==> src/rtl/fetch_unit.sv <==
// Instruction fetch stage: holds the fetch PC, keeps at most one imem request
// outstanding, buffers returned words with their PCs, and flushes on redirect.
module fetch_unit #(
  parameter logic [31:0] RESET_PC = 32'h0000_0000
) (
  input  logic        clk,
  input  logic        rst,
  input  logic        j_signal,
  input  logic [31:0] jump,
  output logic        imem_req,
  output logic [31:0] imem_addr,
  input  logic        imem_gnt,
  input  logic        imem_rvalid,
  input  logic [31:0] imem_rdata,
  output logic        instr_valid,
  input  logic        instr_ready,
  output logic [31:0] instr,
  output logic [31:0] pc_out,
  output logic        fetch_fault
);

  // IDLE: nothing outstanding; WAIT: response will be kept; DROP: response discarded
  typedef enum logic [1:0] {IDLE, WAIT, DROP} state_t;

  state_t      state_q, state_d;
  logic [31:0] fetch_pc;
  logic [31:0] req_pc;
  logic        fault;
  logic [31:0] fifo_pc    [2];
  logic [31:0] fifo_instr [2];
  logic [1:0]  count;

  logic        pop;
  logic        fill;
  logic        grant;
  logic [2:0]  occ;
  logic        wr_idx;

  assign pop    = instr_valid && instr_ready;
  assign fill   = (state_q == WAIT) && imem_rvalid;
  assign occ    = {1'b0, count} - {2'b00, pop} + {2'b00, fill};
  // Slot the returning word lands in, after this cycle's pop has shifted the head.
  assign wr_idx = (count == 2'd2) || ((count == 2'd1) && !pop);

  assign imem_req    = rst && !fault && !j_signal &&
                       ((state_q == IDLE) || fill) && (occ < 3'd2);
  assign imem_addr   = fetch_pc;
  assign grant       = imem_req && imem_gnt;

  assign instr_valid = (count != 2'd0) && !j_signal;
  assign instr       = (count != 2'd0) ? fifo_instr[0] : 32'h0;
  assign pc_out      = (count != 2'd0) ? fifo_pc[0]    : 32'h0;
  assign fetch_fault = fault;

  always_ff @(posedge clk or negedge rst) begin
    if (!rst) state_q <= IDLE;
    else      state_q <= state_d;
  end

  always_comb begin
    // NOTE: state_d takes its default before any branch so no path leaves it unassigned.
    state_d = state_q;
    if (j_signal) begin
      if ((state_q != IDLE) && imem_rvalid) state_d = IDLE;
      else if (state_q == WAIT)             state_d = DROP;
    end else if (grant) begin
      state_d = WAIT;
    end else if ((state_q != IDLE) && imem_rvalid) begin
      state_d = IDLE;
    end
  end

  always_ff @(posedge clk or negedge rst) begin
    if (!rst) begin
      fetch_pc <= RESET_PC;
      req_pc   <= 32'h0;
      fault    <= 1'b0;
    end else if (j_signal) begin
      fetch_pc <= jump;
      fault    <= |jump[1:0];
    end else if (grant) begin
      req_pc   <= fetch_pc;
      fetch_pc <= fetch_pc + 32'd4;
    end
  end

  always_ff @(posedge clk or negedge rst) begin
    if (!rst) begin
      count <= 2'd0;
      // NOTE: only two entries, so they are reset to keep the head defined from the first cycle.
      for (int i = 0; i < 2; i++) begin
        fifo_pc[i]    <= 32'h0;
        fifo_instr[i] <= 32'h0;
      end
    end else if (j_signal) begin
      count <= 2'd0;
    end else begin
      if (pop) begin
        fifo_pc[0]    <= fifo_pc[1];
        fifo_instr[0] <= fifo_instr[1];
      end
      // NOTE: if pop and fill both target entry 0, this later non-blocking write wins.
      if (fill) begin
        fifo_pc[wr_idx]    <= req_pc;
        fifo_instr[wr_idx] <= imem_rdata;
      end
      count <= occ[1:0];
    end
  end

endmodule
==> config.mk <==
export PLATFORM = sky130hd
export DESIGN_NAME = fetch_unit
export DESIGN_NICKNAME = d
export VERILOG_FILES = /design/src/rtl/fetch_unit.sv
export SDC_FILE = /design/constraint.sdc
export NUM_CORES = 1
export LEC_CHECK = 0
export CORE_AREA = 10 10 143 145
export CTS_BUF_LIST = sky130_fd_sc_hd__clkbuf_16
export CTS_CLUSTER_SIZE = 40
export DETAILED_ROUTE_END_ITERATION = 7
export DIE_AREA = 0 0 153 155
export PLACE_DENSITY = 0.75
export SETUP_SLACK_MARGIN = 0.1
export SYNTH_ARGS = -nofsm -noshare
export SYNTH_HDL_FRONTEND = slang
export SYNTH_SLANG_ARGS = --single-unit
export TNS_END_PERCENT = 100
==> constraint.sdc <==
create_clock -name clk -period 3.8 [get_ports clk]
set_input_delay 0.57 -clock clk [delete_from_list [all_inputs] [get_ports clk]]
set_output_delay 0.57 -clock clk [all_outputs]
set_load 0.02 [all_outputs]
==> flow_summary.ini <==
; physical design summary
[logic_synthesis]
synthArstFlopShare = 1.00
topCombFamilyByArea = simple AND/OR/NAND/NOR gates
mux_area_frac = 0.125
largest_area_cell = dfrtp_1
ys_chip_area_mm2 = 0.00895
adder_share = 0.00503
ys_types = 43
top_cell = dfrtp_1
syn_area_per_cell_um2 = 12.0
compound_area_frac = 0.119
synthTopCellsByArea = dfrtp_1 55%, mux2_2 12%, o221a_2 8.1%, nand2b_1 4.7%, nor2b_1 4.6%
ys_cells = 744
synthTopCellsByCount = 197 x dfrtp_1, 95 x mux2_2, 67 x nand2b_1
enable_flop_cells = 0
syn_inst = 744
synth_flops = 197

[pwr]
p_leak_nw = 4.85
sw_frac_of_total = 0.260
seqPwrFrac = 0.486
intPower_mw = 4.50
finalPower_mw = 6.08
peakVddDrop_mv = 0.331

[clock_tree]
holdBufCountCts = 1
cts_buffer_depth = 2
post_cts_buffers = 0
cts_resized = 2
cts_tree = yes
cts_sinks = 197
cts_root_buffer = clkbuf_16
cts_inserted_buffers = 17

[worst_setup_path]
endpoint = imem_req
start_kind = primary input
cp_slowest_cell = clkdlybuf4s50_1
path_buffers = 3
crit_path_max_fanout = 3
crit_path_cell_trace = clkdlybuf4s50_1 -> and3b_1 -> xnor2_1 -> ha_1 -> inv_1 -> fa_1 -> xnor2_1 -> and3_1 -> and3_1 -> dlygate4sd2_1
cp_data_required_time_ns = 3.23
rr_startpoint = count[0]
worst_r2r_endpoint = imem_addr[29]
r2r_slack_ns = 0.50
cp_top_family = buffers and inverters

[drt]
drc = 0
antenna_left = 0
drt-initial-drc-count = 457

[outcome]
outcome = complete, no violations

[global_route]
grt_first_pass_wirelength_mm = 37.3
antenna_found_initial = 0
grt_max_degree = 180
grt_pass1_vias = 6854
gr-total-overflow = 0

[layout]
drive_gt1_frac = 0.237
stdcell_count = 1139
final_nets = 970
diodes = 0
num-nonclk-inverters = 8
clkbuf_count = 17
largest_class = registers
lay_top_cells = 196 x dfrtp_1, 165 x clkdlybuf4s50_1, 95 x mux2_2
flops = 197
logic_gates = 488

[final_timing]
period_used_share = 0.920
slew_viol_final = 0
final-hold-violation-count = 0
rsz0062_at_grt = no
relSlewSlack = 0.373
period_minus_slack_ns = 3.49
clock.fmax_mhz = 286

[hold_path]
min_from = req_pc[22]
hp-class = flip-flop to flip-flop
min_to = req_pc[22]
whs_path_depth = 2

[floorplan]
fp_util = 0.507
ios = 169
tapCellCount = 229
design.core.area_mm2 = 0.0177
rows = 49

[placement]
place_congestion = 0.891
place_inst = 1106

[flow_run]
max_cap_viol_count = 0
## per-layer routing
metal | wire length (um) | global-route usage
met5 | 0 | 0
met3 | 1470 | 0.0491
met4 | 286 | 0.0545
met2 | 10800 | 0.302
met1 | 10400 | 0.256
## stage by stage
stage	setup WS [ns]	hold WS, ns
floorplan	0.174	0.274
global placement	0.0821	0.449
detailed placement	0.0205	0.449
CTS	0.293	0.482
global route	0.140	0.508
finish	0.306	0.482
## power groups by stage
stage / clock (mW) / sequential, mW / combinational [mW]
2_1_floorplan: 0 / 2.89 / 0.864
3_3_place_gp: 0 / 2.96 / 1.24
3_5_place_dp: 0 / 2.99 / 1.28
4_1_cts: 1.88 / 2.95 / 1.29
5_1_grt: 1.97 / 3.02 / 1.37
6_report: 1.85 / 2.96 / 1.27
==> images/wires.png <==
Only two layers are drawn.
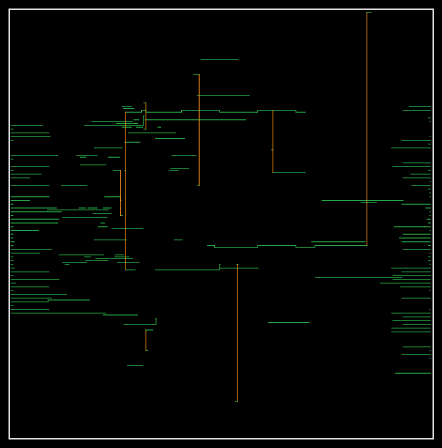
Key: metal 3 = green [wire length 1470 um]; metal 4 = orange [wire length 287 um]
GRT Total Usage: 0.191
vias: 6559
WL final: 23.0 mm
DR WL/cell: 20.2 um

==> images/congestion.png <==
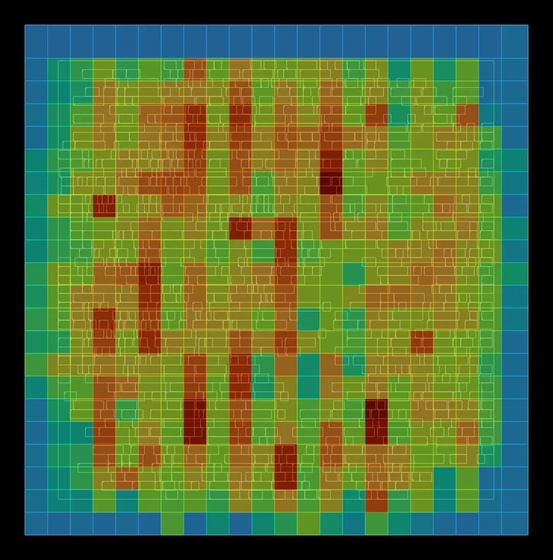
met2 Use GR: 0.302
met3 usage: 0.0491

==> images/clk_routes.png <==
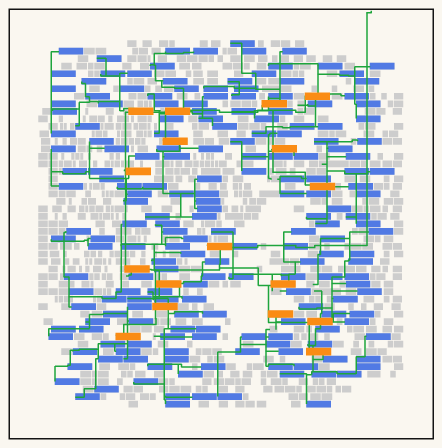
Key: flip-flops = blue [count 197]; clock drivers = orange [count 17]; clock wires = green [length 2210 um]
Position of the flops: widely spread. There are 18 routed clock nets.
Worst Skew: 0.00811 ns
Clock Power: 1.85 mW
clk latency late pin: 0.43 ns
Clk pwr share: 0.304

==> images/placement_by_type.png <==
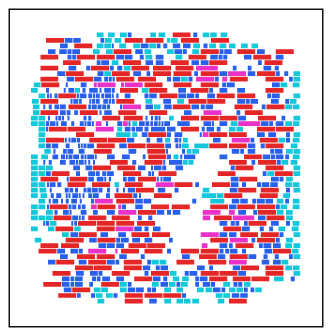
Key: remaining buffers and delay cells = cyan [cells 185, share of their area 17%]; clock drivers and dummy loads = magenta [cells 32, share of their area 5.4%]; sequential cells = red [cells 197, share of their area 44%]; combinational and other logic = blue [cells 496, share of their area 34%]
Seq area share: 0.427
final instance area: 0.0115 mm2
final core occ: 0.653

==> images/io_placement.png <==
Pins as bars across the die edge, other pins in grey.
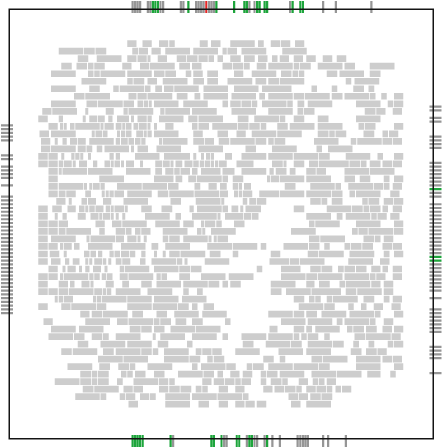
Key: imem_rvalid = red [pins 1, direction input, edge top]; pc_out = green [pins 32, direction output, edge 15 top, 14 bottom, 3 right]
All pins by edge: 55 right, 44 left, 39 top, 31 bottom.
Die Wd: 153 um
Die Height: 155 um
IO buf count: 168

No activity file was given, so power comes from the tool's default toggle rates.
